**config.mk**
```make
export PLATFORM = sky130hd
export DESIGN_NAME = lv1a_decision_flat
export DESIGN_NICKNAME = d
export VERILOG_FILES = /design/src/rtl/lv1a_decision_if.sv /design/src/rtl/lv1a_decision.sv /design/src/flat_wrapper.sv
export SDC_FILE = /design/constraint.sdc
export NUM_CORES = 1
export LEC_CHECK = 0
export ABC_AREA = 1
export CORE_UTILIZATION = 50
export DETAILED_ROUTE_END_ITERATION = 12
export HOLD_SLACK_MARGIN = 0.06
export PLACE_DENSITY = 0.68
export RECOVER_POWER = 25
export SLEW_MARGIN = 20
export SYNTH_ARGS = -nofsm -noshare
export SYNTH_HDL_FRONTEND = slang
export SYNTH_SLANG_ARGS = --single-unit
```
**constraint.sdc**
```tcl
create_clock -name clk -period 7.8 [get_ports clk]
set_input_delay 1.56 -clock clk [delete_from_list [all_inputs] [get_ports clk]]
set_output_delay 1.56 -clock clk [all_outputs]
set_load 0.01 [all_outputs]
```
**src/rtl/lv1a_decision_if.sv**
```systemverilog
// Trigger-decision bus: the live level, the trigger sources, the prescale programming port
// and every decision output, grouped so the environment and the decision block share one bundle.
interface lv1a_decision_if;
  logic        in_live;
  logic [15:0] in_trig;
  logic [3:0]  in_ext;
  logic        in_delta;
  logic [15:0] in_mask;
  logic        in_ps_wr;
  logic [3:0]  in_ps_addr;
  logic [15:0] in_ps_data;
  logic [7:0]  in_deadtime;
  logic [15:0] out_lv1a_raw;
  logic [3:0]  out_ext;
  logic        out_delta;
  logic [15:0] out_lv1a_ps;
  logic        out_lv1a;
  logic        out_busy;
  logic [31:0] out_nlost;

  modport master (
    output in_live, in_trig, in_ext, in_delta, in_mask,
           in_ps_wr, in_ps_addr, in_ps_data, in_deadtime,
    input  out_lv1a_raw, out_ext, out_delta, out_lv1a_ps,
           out_lv1a, out_busy, out_nlost
  );

  modport slave (
    input  in_live, in_trig, in_ext, in_delta, in_mask,
           in_ps_wr, in_ps_addr, in_ps_data, in_deadtime,
    output out_lv1a_raw, out_ext, out_delta, out_lv1a_ps,
           out_lv1a, out_busy, out_nlost
  );
endinterface

```
**src/rtl/lv1a_decision.sv**
```systemverilog
// Level-1 accept decision: edge-detects the trigger sources, prescales each one, ORs in the
// external and periodic requests, and accepts them subject to a programmable deadtime.
module lv1a_decision (
  input logic             clk,
  input logic             reset,
  lv1a_decision_if.slave  bus
);
  localparam int NBITS = 16;

  logic [15:0] trig_prev;
  logic        live_prev;
  logic [15:0] raw_q;
  logic [3:0]  ext_q;
  logic        delta_q;
  logic [15:0] ps_q;
  logic        lv1a_q;
  logic [7:0]  busy_cnt;
  logic [31:0] nlost_q;
  logic [15:0] ps_val [NBITS];
  logic [15:0] ps_cnt [NBITS];

  logic [15:0] raw_fire;
  logic [15:0] ps_step;
  logic [15:0] ps_wr_hit;
  logic [15:0] ps_hit;
  logic        live_rise;
  logic        busy;
  logic        request;

  always_comb begin
    // NOTE: every combinational output gets a default first, so no path can infer a latch.
    ps_step   = '0;
    ps_wr_hit = '0;
    ps_hit    = '0;
    raw_fire  = bus.in_trig & ~trig_prev & bus.in_mask & {NBITS{bus.in_live}};
    live_rise = bus.in_live & ~live_prev;
    busy      = (busy_cnt != 8'd0);
    request   = (|ps_q) | (|ext_q) | delta_q;
    for (int i = 0; i < NBITS; i++) begin
      ps_wr_hit[i] = bus.in_ps_wr && (bus.in_ps_addr == 4'(i));
      ps_step[i]   = bus.in_live && raw_q[i] && (ps_val[i] != 16'd0);
      // A programming write to this bit swallows a coincident pulse.
      ps_hit[i]    = ps_step[i] && (ps_cnt[i] == ps_val[i] - 16'd1) && !ps_wr_hit[i];
    end
  end

  always_ff @(posedge clk) begin
    if (reset) begin
      trig_prev <= '0;
      live_prev <= 1'b0;
      raw_q     <= '0;
      ext_q     <= '0;
      delta_q   <= 1'b0;
      ps_q      <= '0;
      lv1a_q    <= 1'b0;
      busy_cnt  <= '0;
      nlost_q   <= '0;
      // NOTE: the prescale arrays are 32 small flop registers, not RAM, so they take a reset.
      for (int i = 0; i < NBITS; i++) begin
        ps_val[i] <= 16'd1;
        ps_cnt[i] <= '0;
      end
    end else begin
      // NOTE: non-blocking assignments keep every register sampling pre-edge values.
      trig_prev <= bus.in_trig;
      live_prev <= bus.in_live;
      raw_q     <= raw_fire;
      ext_q     <= bus.in_ext & {4{bus.in_live}};
      delta_q   <= bus.in_delta & bus.in_live;
      ps_q      <= ps_hit;
      lv1a_q    <= bus.in_live && request && !busy;

      for (int i = 0; i < NBITS; i++) begin
        if (ps_wr_hit[i]) begin
          ps_val[i] <= bus.in_ps_data;
          ps_cnt[i] <= '0;
        end else if (live_rise || ps_hit[i]) begin
          ps_cnt[i] <= '0;
        end else if (ps_step[i]) begin
          ps_cnt[i] <= ps_cnt[i] + 16'd1;
        end
      end

      // Holding the deadtime at zero while not live keeps out_busy low and cleared for the next run.
      if (!bus.in_live) begin
        busy_cnt <= '0;
      end else if (request && !busy) begin
        busy_cnt <= bus.in_deadtime;
      end else if (busy) begin
        busy_cnt <= busy_cnt - 8'd1;
      end

      if (live_rise) begin
        nlost_q <= '0;
      end else if (bus.in_live && request && busy && (nlost_q != 32'hFFFF_FFFF)) begin
        nlost_q <= nlost_q + 32'd1;
      end
    end
  end

  assign bus.out_lv1a_raw = raw_q;
  assign bus.out_ext      = ext_q;
  assign bus.out_delta    = delta_q;
  assign bus.out_lv1a_ps  = ps_q;
  assign bus.out_lv1a     = lv1a_q;
  assign bus.out_busy     = busy;
  assign bus.out_nlost    = nlost_q;
endmodule
```
**src/flat_wrapper.sv**
```systemverilog
// flat-port wrapper written by rule: the top's interface ports become plain ports
module lv1a_decision_flat 
  (clk, reset, bus_in_live, bus_in_trig, bus_in_ext, bus_in_delta, bus_in_mask, bus_in_ps_wr, bus_in_ps_addr, bus_in_ps_data, bus_in_deadtime, bus_out_lv1a_raw, bus_out_ext, bus_out_delta, bus_out_lv1a_ps, bus_out_lv1a, bus_out_busy, bus_out_nlost);
  lv1a_decision_if bus_i ();
  input logic clk;
  input logic reset;
  input wire logic [$bits(bus_i.in_live)-1:0] bus_in_live;
  input wire logic [$bits(bus_i.in_trig)-1:0] bus_in_trig;
  input wire logic [$bits(bus_i.in_ext)-1:0] bus_in_ext;
  input wire logic [$bits(bus_i.in_delta)-1:0] bus_in_delta;
  input wire logic [$bits(bus_i.in_mask)-1:0] bus_in_mask;
  input wire logic [$bits(bus_i.in_ps_wr)-1:0] bus_in_ps_wr;
  input wire logic [$bits(bus_i.in_ps_addr)-1:0] bus_in_ps_addr;
  input wire logic [$bits(bus_i.in_ps_data)-1:0] bus_in_ps_data;
  input wire logic [$bits(bus_i.in_deadtime)-1:0] bus_in_deadtime;
  output wire logic [$bits(bus_i.out_lv1a_raw)-1:0] bus_out_lv1a_raw;
  output wire logic [$bits(bus_i.out_ext)-1:0] bus_out_ext;
  output wire logic [$bits(bus_i.out_delta)-1:0] bus_out_delta;
  output wire logic [$bits(bus_i.out_lv1a_ps)-1:0] bus_out_lv1a_ps;
  output wire logic [$bits(bus_i.out_lv1a)-1:0] bus_out_lv1a;
  output wire logic [$bits(bus_i.out_busy)-1:0] bus_out_busy;
  output wire logic [$bits(bus_i.out_nlost)-1:0] bus_out_nlost;
  assign bus_i.in_live = bus_in_live;
  assign bus_i.in_trig = bus_in_trig;
  assign bus_i.in_ext = bus_in_ext;
  assign bus_i.in_delta = bus_in_delta;
  assign bus_i.in_mask = bus_in_mask;
  assign bus_i.in_ps_wr = bus_in_ps_wr;
  assign bus_i.in_ps_addr = bus_in_ps_addr;
  assign bus_i.in_ps_data = bus_in_ps_data;
  assign bus_i.in_deadtime = bus_in_deadtime;
  assign bus_out_lv1a_raw = bus_i.out_lv1a_raw;
  assign bus_out_ext = bus_i.out_ext;
  assign bus_out_delta = bus_i.out_delta;
  assign bus_out_lv1a_ps = bus_i.out_lv1a_ps;
  assign bus_out_lv1a = bus_i.out_lv1a;
  assign bus_out_busy = bus_i.out_busy;
  assign bus_out_nlost = bus_i.out_nlost;
  lv1a_decision u_core (.clk(clk), .reset(reset), .bus(bus_i));
endmodule
```
### Signal metal coverage by tile

The die is cut into 27 by 27 equal tiles; black is low, pale yellow is high, scaled to the fullest tile. Values are wire area over tile area, all layers added.
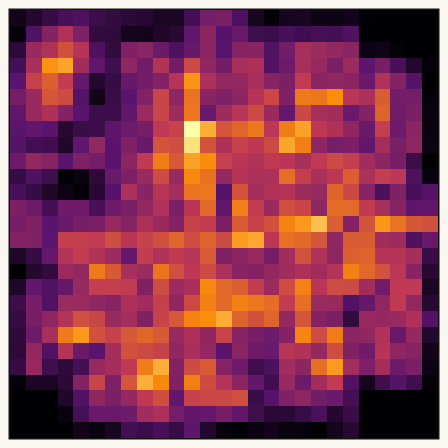
fullest tile: 0.55
mean over tiles: 0.20
nearly empty tiles: 7.1%
densest ninth of the die: center
tiles over half the peak: 26%
final WL: 90.9 mm
Avg WL per Cell: 15.8 um

### Sequential cells colored by netlist name

Other sequential cells in the stronger gray, the rest of the logic in the fainter gray.
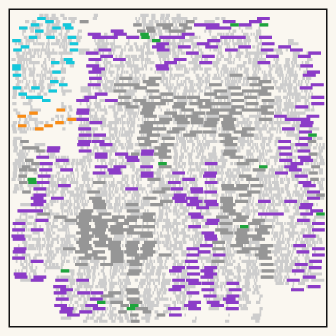
| netlist name | color | placed flops |
|---|---|---|
| u_core.busy_cnt | orange | 8 |
| u_core.bus.out_lv1a_ps | green | 16 |
| u_core.bus.out_nlost | cyan | 32 |
| u_core.ps_cnt | purple | 256 |
not colored: 295
P_seq: 3.97 mW
Sequential Area: 17300 um2
register share of the cell area: 41.9%
post-layout util: 57.4%

### Signal wires on met3

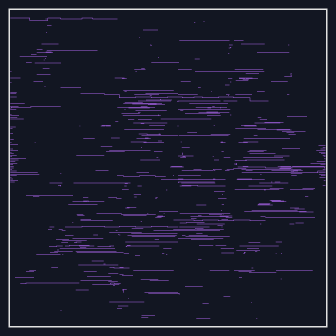
share of all routed wire: 6.7%
wire length on this layer: 6090 um
nets with wire on the layer: 320
longest straight run: 65.3 um
main direction: horizontal
GR Util met3: 3.71%
vias post-DR: 29664

### Placed standard cells

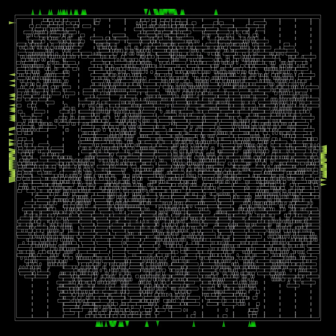
Flop Count: 607
tap cells: 950
core area: 72000 um2
Fillers: 6537

==> results.cfg <==
; implementation run metrics
[yosys]
xor_area_share_pct = 10.7
ys_cells = 4574
syn_nets = 4677
flop_cell = edfxtp_1
yosysWarnings = 0
synth_compound_gate_area_share_pct = 2.38
logic_family = simple AND/OR/NAND/NOR gates
yosysUniqueCellTypes = 51
edf_count = 512
simple_gate_share_pct = 32.0
ys_async_sr_fraction_pct = 0
avgSynthCellArea_um2 = 8.00
top_cells_by_area = edfxtp_1 (42%), nor2_1 (11%), nand2_1 (11%), xor2_1 (7.0%), inv_1 (5.5%)
netlist_area_um2 = 36600
synth_seq_share_pct = 47.2

[setup_path]
startpoint_type = primary input
startpoint = bus_in_live
cp_max_fo = 23
endpoint_kind = flop
crit_path_cell_trace = buf_2, clkbuf_1, inv_1, nor2_2, inv_1, nand4_1
rrSetupSlack_ns = 4.70
ff2ff_path_depth = 3
worstPathArrival_ns = 5.97
max_stage_delay_ns = 1.60
cp_slowest_cell = clkbuf_1
crit_type = in2reg

[cts]
insertion_delay_ns = 0.61
htree_levels = 3
cts-root-buf = clkbuf_16
cts_tree = built
clockBufferDepth = 3
cts_hold_buffers = 0
postCtsSetupRepairBufs = 0

[global_routing]
top_usage_layer = met2
grt_use_total_pct = 24.3
use_met1_pct = 33.7
antenna_found_initial = 4
grt_pass1_wl_mm = 143
grt_pass1_vias = 27417

[run_status]
outcome = complete, but fails checks
violations = max-capacitance violations, max-slew violations

[hold_path]
hold_start = u_core.trig_prev[0]
hold_path.class = reg2reg
hold_path_depth = 1
min_to = u_core.bus.out_lv1a_raw[0]

[die]
die_w_um = 273
num_rows = 98
fp-utilization_pct = 50.8
chipArea_um2 = 74300

[run]
warning_count = 26
drv_cap = 3

[route]
ant_nets = 0
drt_iter0_markers = 2425
drc = 0
drt-met1-wl_mm = 41.1
dr_wl_met3_mm = 6.09
first_pass_iters = 6

[power]
netSwitchingPower_mw = 2.30
p_int_mw = 6.15
p_leak_nw = 16.6
powerComb_mw = 1.07
seq_power_share_pct = 47.0
p_sw_share_pct = 27.2
clock_power_share_pct = 40.3
cellPowerDensity_nw_per_um2 = 205

[final_layout]
buf_share_pct = 3.54
drive_gt1_share_pct = 4.85
inverters = 554
mi_logic_area_um2 = 16900

[sta]
fin_crit_sh_pct = 73.5
fin_crit_ns = 5.74
report.final.slew_viol_count = 75
rsz0062_at_grt = no
worstMarginPinSlew_ns = 2.26

[placement]
place.gp.congestion = 0.919
layout by cell type, fill, tap and decap left out, types with 22 or more instances in the layout:
cell type / instances
clkbuf_16: 74
nand3b_1: 48
xnor2_1: 149
clkdlybuf4s50_1: 128
o21ai_0: 67
nor2_1: 1041
dfxtp_1: 95
a21oi_1: 65
inv_1: 541
nand3_2: 22
edfxtp_1: 512
xor2_1: 293
ha_1: 34
nand2_1: 1036
nor2_2: 27
nand3_1: 318
nand4_1: 68
nor3_1: 70
through the flow:
stage	instances	hold slack, ns	area [um2]	setup slack (ns)	power [mW]
floorplan	4574	0.375	36600	3.72	4.75
global placement	5624	0.377	38900	2.87	5.08
detailed placement	5624	0.380	38900	2.82	5.10
CTS	5752	0.392	41300	3.46	8.50
global route	5752	0.401	41300	1.97	8.78
finish	5754	0.387	41300	2.06	8.44
Power figures rest on the tool's default switching activity, not on a simulated workload.
